File: src/rtl/mhsa_mem_pkg.sv
// Shared memory map and reader state type for the MHSA memory model and its initiators.
package mhsa_mem_pkg;

  localparam int WEIGHT_BASE = 0;
  localparam int WEIGHT_SIZE = 2048;
  localparam int INPUT_BASE  = 2048;
  localparam int INPUT_SIZE  = 512;
  localparam int MEM_WIDTH   = 64;
  localparam int MEM_LENGTH  = 4096;

  typedef enum logic [1:0] {
    IDLE = 2'd0,
    RUN  = 2'd1,
    DONE = 2'd2
  } rd_state_t;

endpackage

File: src/rtl/sync_fifo.sv
// Synchronous FIFO with occupancy count; storage is unreset, only pointers and count clear.
module sync_fifo #(
  parameter int W     = 8,
  parameter int DEPTH = 4,
  localparam int AW   = $clog2(DEPTH)
) (
  input  logic          clk,
  input  logic          rst_n,
  input  logic          push,
  input  logic [W-1:0]  push_data,
  input  logic          pop,
  output logic [W-1:0]  pop_data,
  output logic [AW:0]   count,
  output logic          full,
  output logic          empty
);

  logic [W-1:0]  mem [DEPTH];
  logic [AW-1:0] wr_ptr;
  logic [AW-1:0] rd_ptr;

  always_ff @(posedge clk) begin
    if (!rst_n) begin
      wr_ptr <= '0;
      rd_ptr <= '0;
      count  <= '0;
    end else begin
      if (push) wr_ptr <= wr_ptr + 1'b1;
      if (pop)  rd_ptr <= rd_ptr + 1'b1;
      case ({push, pop})
        2'b10:   count <= count + 1'b1;
        2'b01:   count <= count - 1'b1;
        default: count <= count;
      endcase
    end
  end

  always_ff @(posedge clk) begin
    if (push) mem[wr_ptr] <= push_data;
  end

  assign pop_data = mem[rd_ptr];
  assign full     = (count == (AW+1)'(DEPTH));
  assign empty    = (count == '0);

endmodule

File: src/rtl/mem_x_reader.sv
// Streams a contiguous word region out of the 1-cycle-read memory model through a
// credit-controlled FIFO, tagging each word with its row index and a last flag.
module mem_x_reader
  import mhsa_mem_pkg::*;
#(
  parameter int WIDTH         = 64,
  parameter int ADDR_W        = 32,
  parameter int BASE_ADDR     = 2048,
  parameter int NUM_WORDS     = 512,
  parameter int WORDS_PER_ROW = 4,
  parameter int FIFO_DEPTH    = 4,
  parameter int ROW_W         = $clog2(NUM_WORDS / WORDS_PER_ROW)
) (
  input  logic              clk,
  input  logic              rst_n,
  input  logic              start,
  output logic              busy,
  output logic              done,
  output logic              mem_write_en,
  output logic [ADDR_W-1:0] mem_addr,
  input  logic [WIDTH-1:0]  mem_rdata,
  output logic              out_valid,
  input  logic              out_ready,
  output logic [WIDTH-1:0]  out_data,
  output logic [ROW_W-1:0]  out_row,
  output logic              out_last
);

  localparam int CNT_W = $clog2(NUM_WORDS + 1);
  localparam int FW    = WIDTH + ROW_W + 1;
  localparam int AW    = $clog2(FIFO_DEPTH);
  localparam logic [CNT_W-1:0] NUM_C    = CNT_W'(NUM_WORDS);
  localparam logic [CNT_W-1:0] LAST_IDX = CNT_W'(NUM_WORDS - 1);

  rd_state_t        state;
  logic [CNT_W-1:0] issue_cnt;
  logic [CNT_W-1:0] recv_cnt;
  logic [CNT_W-1:0] out_cnt;
  logic             rd_pend;
  logic             issue;
  logic             push;
  logic             hs;

  logic [FW-1:0]    push_data;
  logic [FW-1:0]    pop_data;
  logic [AW:0]      fifo_count;
  logic             fifo_full;
  logic             fifo_empty;

  logic             head_last;
  logic [ROW_W-1:0] head_row;
  logic [WIDTH-1:0] head_data;

  // Credit counts the in-flight read but not a same-cycle pop, so a push never overflows.
  assign issue = (state == RUN) && (issue_cnt < NUM_C) &&
                 (({1'b0, fifo_count} + (AW+2)'(rd_pend)) < (AW+2)'(FIFO_DEPTH));

  assign push      = rd_pend && !fifo_full;
  assign push_data = {(recv_cnt == LAST_IDX),
                      ROW_W'(recv_cnt / CNT_W'(WORDS_PER_ROW)),
                      mem_rdata};

  sync_fifo #(
    .W     (FW),
    .DEPTH (FIFO_DEPTH)
  ) u_fifo (
    .clk       (clk),
    .rst_n     (rst_n),
    .push      (push),
    .push_data (push_data),
    .pop       (hs),
    .pop_data  (pop_data),
    .count     (fifo_count),
    .full      (fifo_full),
    .empty     (fifo_empty)
  );

  assign {head_last, head_row, head_data} = pop_data;

  assign out_valid    = !fifo_empty;
  assign hs           = out_valid && out_ready;
  assign out_data     = out_valid ? head_data : '0;
  assign out_row      = out_valid ? head_row  : '0;
  assign out_last     = out_valid && head_last;
  assign mem_write_en = 1'b0;

  always_ff @(posedge clk) begin
    if (!rst_n) begin
      state     <= IDLE;
      issue_cnt <= '0;
      recv_cnt  <= '0;
      out_cnt   <= '0;
      rd_pend   <= 1'b0;
      mem_addr  <= ADDR_W'(BASE_ADDR);
      busy      <= 1'b0;
      done      <= 1'b0;
    end else begin
      done    <= 1'b0;
      rd_pend <= issue;
      // mem_addr always holds BASE_ADDR + issue_cnt, so the issued address is already on the bus.
      if (issue) begin
        issue_cnt <= issue_cnt + 1'b1;
        mem_addr  <= mem_addr + 1'b1;
      end
      if (rd_pend) recv_cnt <= recv_cnt + 1'b1;
      if (hs)      out_cnt  <= out_cnt + 1'b1;
      case (state)
        IDLE: if (start) begin
          state     <= RUN;
          busy      <= 1'b1;
          issue_cnt <= '0;
          recv_cnt  <= '0;
          out_cnt   <= '0;
          mem_addr  <= ADDR_W'(BASE_ADDR);
        end
        RUN: if (hs && out_cnt == LAST_IDX) state <= DONE;
        DONE: begin
          done  <= 1'b1;
          busy  <= 1'b0;
          state <= IDLE;
        end
        default: state <= IDLE;
      endcase
    end
  end

endmodule

File: config.mk
export PLATFORM = sky130hd
export DESIGN_NAME = mem_x_reader
export DESIGN_NICKNAME = d
export VERILOG_FILES = /design/src/rtl/mhsa_mem_pkg.sv /design/src/rtl/sync_fifo.sv /design/src/rtl/mem_x_reader.sv
export SDC_FILE = /design/constraint.sdc
export NUM_CORES = 1
export LEC_CHECK = 0
export CELL_PAD_IN_SITES_DETAIL_PLACEMENT = 0
export CELL_PAD_IN_SITES_GLOBAL_PLACEMENT = 1
export CORE_MARGIN = 2
export CORE_UTILIZATION = 47
export DETAILED_ROUTE_END_ITERATION = 10
export GPL_TIMING_DRIVEN = 0
export HOLD_SLACK_MARGIN = 0.12
export PLACE_DENSITY = 0.79
export SYNTH_ARGS = -nofsm -noshare
export SYNTH_HDL_FRONTEND = slang
export SYNTH_SLANG_ARGS = --single-unit
File: constraint.sdc
create_clock -name clk -period 4.5 [get_ports clk]
set_input_delay 0.9 -clock clk [delete_from_list [all_inputs] [get_ports clk]]
set_output_delay 0.9 -clock clk [all_outputs]
set_load 0.02 [all_outputs]
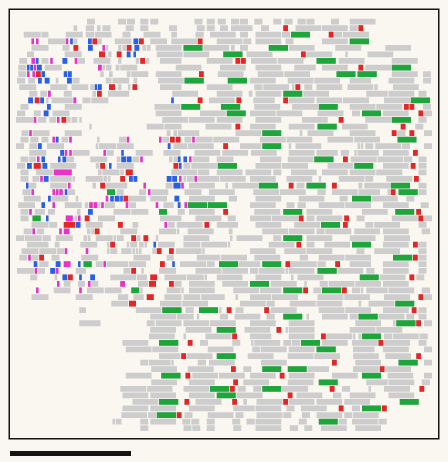
logic_types.png
Bar = 50 µm.
[red] and/or cells | cells: 112 | where: all over the die
[blue] nand cells | cells: 68
[magenta] nor cells | cells: 66
[green] mux cells | cells: 77

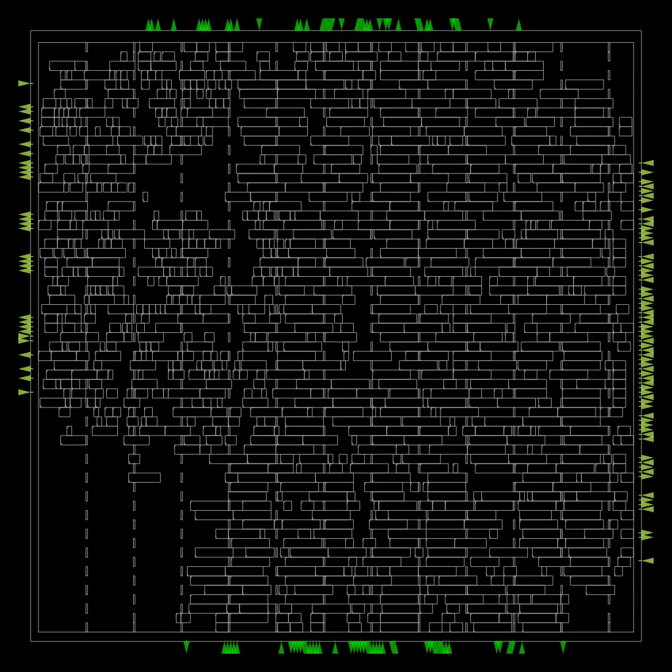
placement.png
n_taps: 390
flip-flop and latch share of the layout cell area: 0.5739
flip-flops: 364
utilization after layout: 0.5979
std cell rows: 63

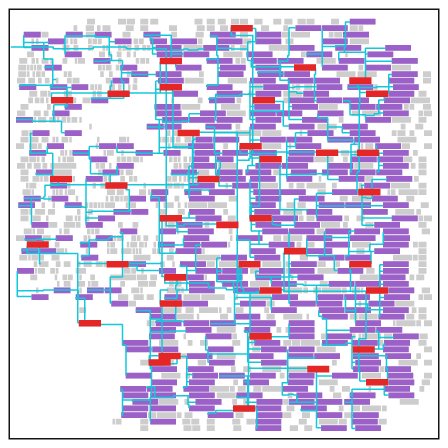
clk_routes.png
[red] clock drivers | count: 38
[cyan] clock wires | length: 3920 µm
[purple] flip-flops | count: 364
routed clock nets: 39
flops lie: all over the die
part of the power in the clock network: 0.330
clk latency late pin: 0.52 ns
maximum clock skew at final layout: 0.01812 ns
power consumed by the clock network: 3.02 mW

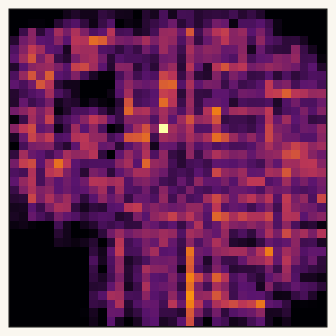
metal_density.png
The die is cut into 36 by 36 equal tiles; black is low, pale yellow is high, scaled to the fullest tile. Values are wire area over tile area, all layers added.
fullest tile: 0.54
nearly empty tiles: 13%
tiles over half the peak: 6.2%

==> flow_results.xml <==
<?xml version="1.0" encoding="UTF-8"?>
<metrics>
  <group name="outcome">
    <metric name="run_status" unit="">finished, final reports clean</metric>
  </group>
  <group name="critical_path">
    <metric name="worst-r2r-cell-count" unit="">5</metric>
    <metric name="crit_end" unit="">out_data[29]</metric>
    <metric name="setup.worst_path.end_class" unit="">primary output</metric>
    <metric name="capture_point_of_the_worst_reg_to_reg_path" unit="">u_fifo.mem[0][60]</metric>
    <metric name="critPathKind" unit="">register to primary output</metric>
    <metric name="regToRegStartpoint" unit="">rd_pend</metric>
    <metric name="reg2reg_setup_slack" unit="ns">1.97</metric>
    <metric name="crit_path_start_kind" unit="">register</metric>
    <metric name="timing.critical_path.fanout_max" unit="">10</metric>
    <metric name="crit_arrival" unit="ns">3.44</metric>
    <metric name="crit_required" unit="ns">3.60</metric>
  </group>
  <group name="cts">
    <metric name="clock-root-buffer" unit="">sky130_fd_sc_hd__clkbuf_16</metric>
    <metric name="tritoncts_clock_tree" unit="">built</metric>
    <metric name="path_clk_slew" unit="ns">0.06</metric>
    <metric name="cts_setup_buffers" unit="">0</metric>
    <metric name="numCtsBuffers" unit="">38</metric>
    <metric name="clock_sinks" unit="">364</metric>
    <metric name="htree_num_levels" unit="">2</metric>
    <metric name="clk_path_buf_depth" unit="">3</metric>
  </group>
  <group name="detailed_routing">
    <metric name="antenna_violating_nets_post_route" unit="">0</metric>
    <metric name="detailroute.wirelength.met3" unit="mm">1.514</metric>
    <metric name="met2RoutedLength" unit="mm">13.58</metric>
    <metric name="route.vias.total" unit="">7681</metric>
    <metric name="length_of_the_first_detailed_routing_pass_in_iterations" unit="">7</metric>
    <metric name="vias_per_cell" unit="">5.207</metric>
    <metric name="highest_signal_layer" unit="">met4</metric>
    <metric name="initialDrtViolationCount" unit="">374</metric>
    <metric name="postRouteWirelength" unit="mm">27.17</metric>
    <metric name="drt-met1-wl" unit="mm">11.55</metric>
    <metric name="wl_per_cell" unit="µm">18.42</metric>
    <metric name="remaining_drc_errors" unit="">0</metric>
  </group>
  <group name="final_timing">
    <metric name="period_needed" unit="ns">4.340</metric>
    <metric name="timing.hold.ws" unit="ns">0.4640</metric>
    <metric name="unrepaired_setup_endpoints_after_global_routing" unit="">true</metric>
    <metric name="final_min_period_over_clock_period" unit="">0.9645</metric>
    <metric name="setup_violations" unit="">0</metric>
    <metric name="finalHoldViolCount" unit="">0</metric>
    <metric name="final.setup.tns" unit="ns">0</metric>
    <metric name="slew_headroom" unit="">0.4075</metric>
    <metric name="achievable-frequency" unit="MHz">230.4</metric>
    <metric name="finalWorstSetupSlack" unit="ns">0.1598</metric>
    <metric name="final-max-slew-violation-count" unit="">0</metric>
    <metric name="max_slew.worst_pin.slew" unit="ns">0.8888</metric>
  </group>
  <group name="yosys">
    <metric name="ys_cells" unit="">838</metric>
    <metric name="yosys-stat-area" unit="mm²">0.01415</metric>
    <metric name="ys.warnings.count" unit="">0</metric>
    <metric name="syn-num-nets" unit="">916</metric>
    <metric name="area_share_of_the_largest_cell_type_after_synthesis" unit="">0.6110</metric>
    <metric name="netlist_logic_family_top" unit="">multiplexers</metric>
    <metric name="post_synth_and_or_nand_nor_area_fraction" unit="">0.09520</metric>
    <metric name="top_cells_by_area" unit="">sky130_fd_sc_hd__edfxtp_1 61%, sky130_fd_sc_hd__mux4_2 11%, sky130_fd_sc_hd__dfxtp_1 11%</metric>
    <metric name="post_synth.cell_area_avg" unit="µm²">16.89</metric>
    <metric name="fa_ha_area_frac" unit="">0.009370</metric>
    <metric name="synthXorXnorAreaFrac" unit="">0.02846</metric>
    <metric name="synthesis.area" unit="mm²">0.01415</metric>
    <metric name="synth.ff_latch_count" unit="">364</metric>
    <metric name="syn-instance-count" unit="">838</metric>
    <metric name="post_synth_mux_area_share" unit="">0.1181</metric>
    <metric name="synth_area_leader_cell" unit="">sky130_fd_sc_hd__edfxtp_1</metric>
    <metric name="synth-compound-area-share" unit="">0.01600</metric>
    <metric name="postSynthSeqShare" unit="">0.7185</metric>
    <metric name="synth.distinct_cells" unit="">39</metric>
  </group>
  <group name="power">
    <metric name="ir_drop" unit="mV">0.3349</metric>
    <metric name="report.power.total" unit="mW">9.159</metric>
    <metric name="pwr_cell_area" unit="mW/mm²">516.8</metric>
    <metric name="leakagePower" unit="nW">5.670</metric>
  </group>
  <group name="floorplan">
    <metric name="core_area" unit="mm²">0.02964</metric>
    <metric name="die_width" unit="µm">177.5</metric>
    <metric name="effective_utilization_at_floorplan" unit="">0.4776</metric>
    <metric name="dieHeight" unit="µm">177.5</metric>
    <metric name="ioPinCount" unit="">176</metric>
    <metric name="die-area" unit="mm²">0.03152</metric>
  </group>
  <group name="place">
    <metric name="place.port_buffers" unit="">174</metric>
    <metric name="placement.cell_area" unit="mm²">0.01649</metric>
    <metric name="dp_worst_setup_slack" unit="ns">0.5905</metric>
    <metric name="gp_congestion" unit="">0.7224</metric>
    <metric name="dpl.hpwl" unit="mm">17.30</metric>
    <metric name="place_inst" unit="">1406</metric>
  </group>
  <group name="grt">
    <metric name="grt_antenna_before_repair" unit="">1</metric>
    <metric name="top_usage_layer" unit="">met2</metric>
    <metric name="maximum_number_of_pins_on_one_net_before_global_route_repair" unit="">49</metric>
    <metric name="grt_overflow_total" unit="">0</metric>
    <metric name="wire_length_of_the_first_global_routing_pass" unit="mm">41.91</metric>
    <metric name="grt_pass1_vias" unit="">7808</metric>
    <metric name="globalRouteMet2Util" unit="">0.2943</metric>
    <metric name="grt_util_all_layers" unit="">0.1728</metric>
    <metric name="grt.met1_usage" unit="">0.2272</metric>
    <metric name="grtUsageMet3" unit="">0.03449</metric>
  </group>
  <group name="cells_and_area">
    <metric name="layout.nets" unit="">1134</metric>
    <metric name="post_route_cells_drive_above_1_share" unit="">0.1282</metric>
    <metric name="final_area" unit="mm²">0.01772</metric>
    <metric name="final-instance-count-excl-fill" unit="">1475</metric>
    <metric name="n_fill_cell" unit="">2255</metric>
    <metric name="flow.area_growth_from_synthesis" unit="%">25.20</metric>
  </group>
  <group name="flow_run">
    <metric name="drv.max_cap_violation_count" unit="">0</metric>
    <metric name="tool_warnings" unit="">30</metric>
  </group>
  <group name="min_path">
    <metric name="hold_path.class" unit="">register to register</metric>
  </group>
</metrics>
## what timing repair did
item | 4_1_cts | 5_1_grt
endpoints found under the setup margin | 0 | 59
resized | 0 | 3
hold buffers | 0 | 0
## placed cells by master, fill, tap and decap left out, types with 19 or more instances in the layout
cell	instances
sky130_fd_sc_hd__clkbuf_16	39
sky130_fd_sc_hd__nor2_1	56
sky130_fd_sc_hd__clkdlybuf4s50_1	174
sky130_fd_sc_hd__nand3_1	19
sky130_fd_sc_hd__clkbuf_1	33
sky130_fd_sc_hd__mux4_2	72
sky130_fd_sc_hd__dfxtp_1	76
sky130_fd_sc_hd__nand2_1	24
sky130_fd_sc_hd__and2_1	79
sky130_fd_sc_hd__xor2_1	37
sky130_fd_sc_hd__nand4_1	22
sky130_fd_sc_hd__edfxtp_1	288
## synthesized netlist by cell type (all sizes together)
| cell type | count |
|---|---|
| inv | 14 |
| mux2i | 5 |
| a21oi | 18 |
| o21bai | 1 |
| o31ai | 2 |
| and2 | 83 |
| or3 | 15 |
| edfxtp | 288 |
| clkbuf | 28 |
| dfxtp | 76 |
| nand4b | 1 |
| nand3 | 19 |
| nor4 | 1 |
| nor2 | 56 |
| nor2b | 1 |
| buf | 10 |
| conb | 1 |
| o21ai | 17 |
| or4b | 1 |
| and3 | 9 |
| and4 | 2 |
| xor2 | 37 |
| xnor2 | 9 |
| mux4 | 72 |
| o31a | 1 |
| nand4 | 22 |
| a31oi | 2 |
| nor3b | 1 |
| nor3 | 5 |
| nand2b | 2 |
| fa | 1 |
| or4 | 2 |
| nor4b | 2 |
| a21boi | 1 |
| nand2 | 24 |
| ha | 9 |
## worst min path at each step
stage	start	to	slack, ns	cells after the start
finish	busy	busy	0.46	2
global route	busy	busy	0.51	2
CTS	busy	busy	0.46	2
detailed placement	busy	busy	0.45	2
global placement	busy	busy	0.46	2
floorplan	issue_cnt[9]	issue_cnt[9]	0.46	2
## report_power, final
part,internal [mW],switching (mW)
Sequential,3.73,0.0384
Clock,1.78,1.24
Combinational,1.16,1.21
## layout make-up
| type | count | area (µm²) | share of cell area |
|---|---|---|---|
| diodes | 1 | 2.502 | 0.0001412 |
| plain buffers | 38 | 155.1 | 0.008755 |
| clock inverters | 23 | 214.0 | 0.01207 |
| multi-input cells | 422 | 3795 | 0.2141 |
| flip-flops and latches | 364 | 10170 | 0.5739 |
| clock buffers | 45 | 1008 | 0.05690 |
| well taps | 390 | 488.0 | 0.02753 |
| inverters | 14 | 52.55 | 0.002965 |
| repair buffers | 178 | 1837 | 0.1036 |
## state kept, by name (all words and copies together) (netlist names), 2 cells and up, named ones only
signal / count
u_fifo.rd_ptr: 2
mem_addr: 32
issue_cnt: 10
state: 2
u_fifo.count: 3
u_fifo.mem: 288
recv_cnt: 10
u_fifo.wr_ptr: 2
out_cnt: 10
## critical path: stages, from the launching register on
cell	delay, ns
sky130_fd_sc_hd__dfxtp_1	0.30
sky130_fd_sc_hd__clkbuf_1	0.54
sky130_fd_sc_hd__clkdlybuf4s15_1	0.77
sky130_fd_sc_hd__mux4_2	0.61
sky130_fd_sc_hd__and2_1	0.18
sky130_fd_sc_hd__clkdlybuf4s50_1	0.53
Power is estimated from default activity; no workload was simulated.
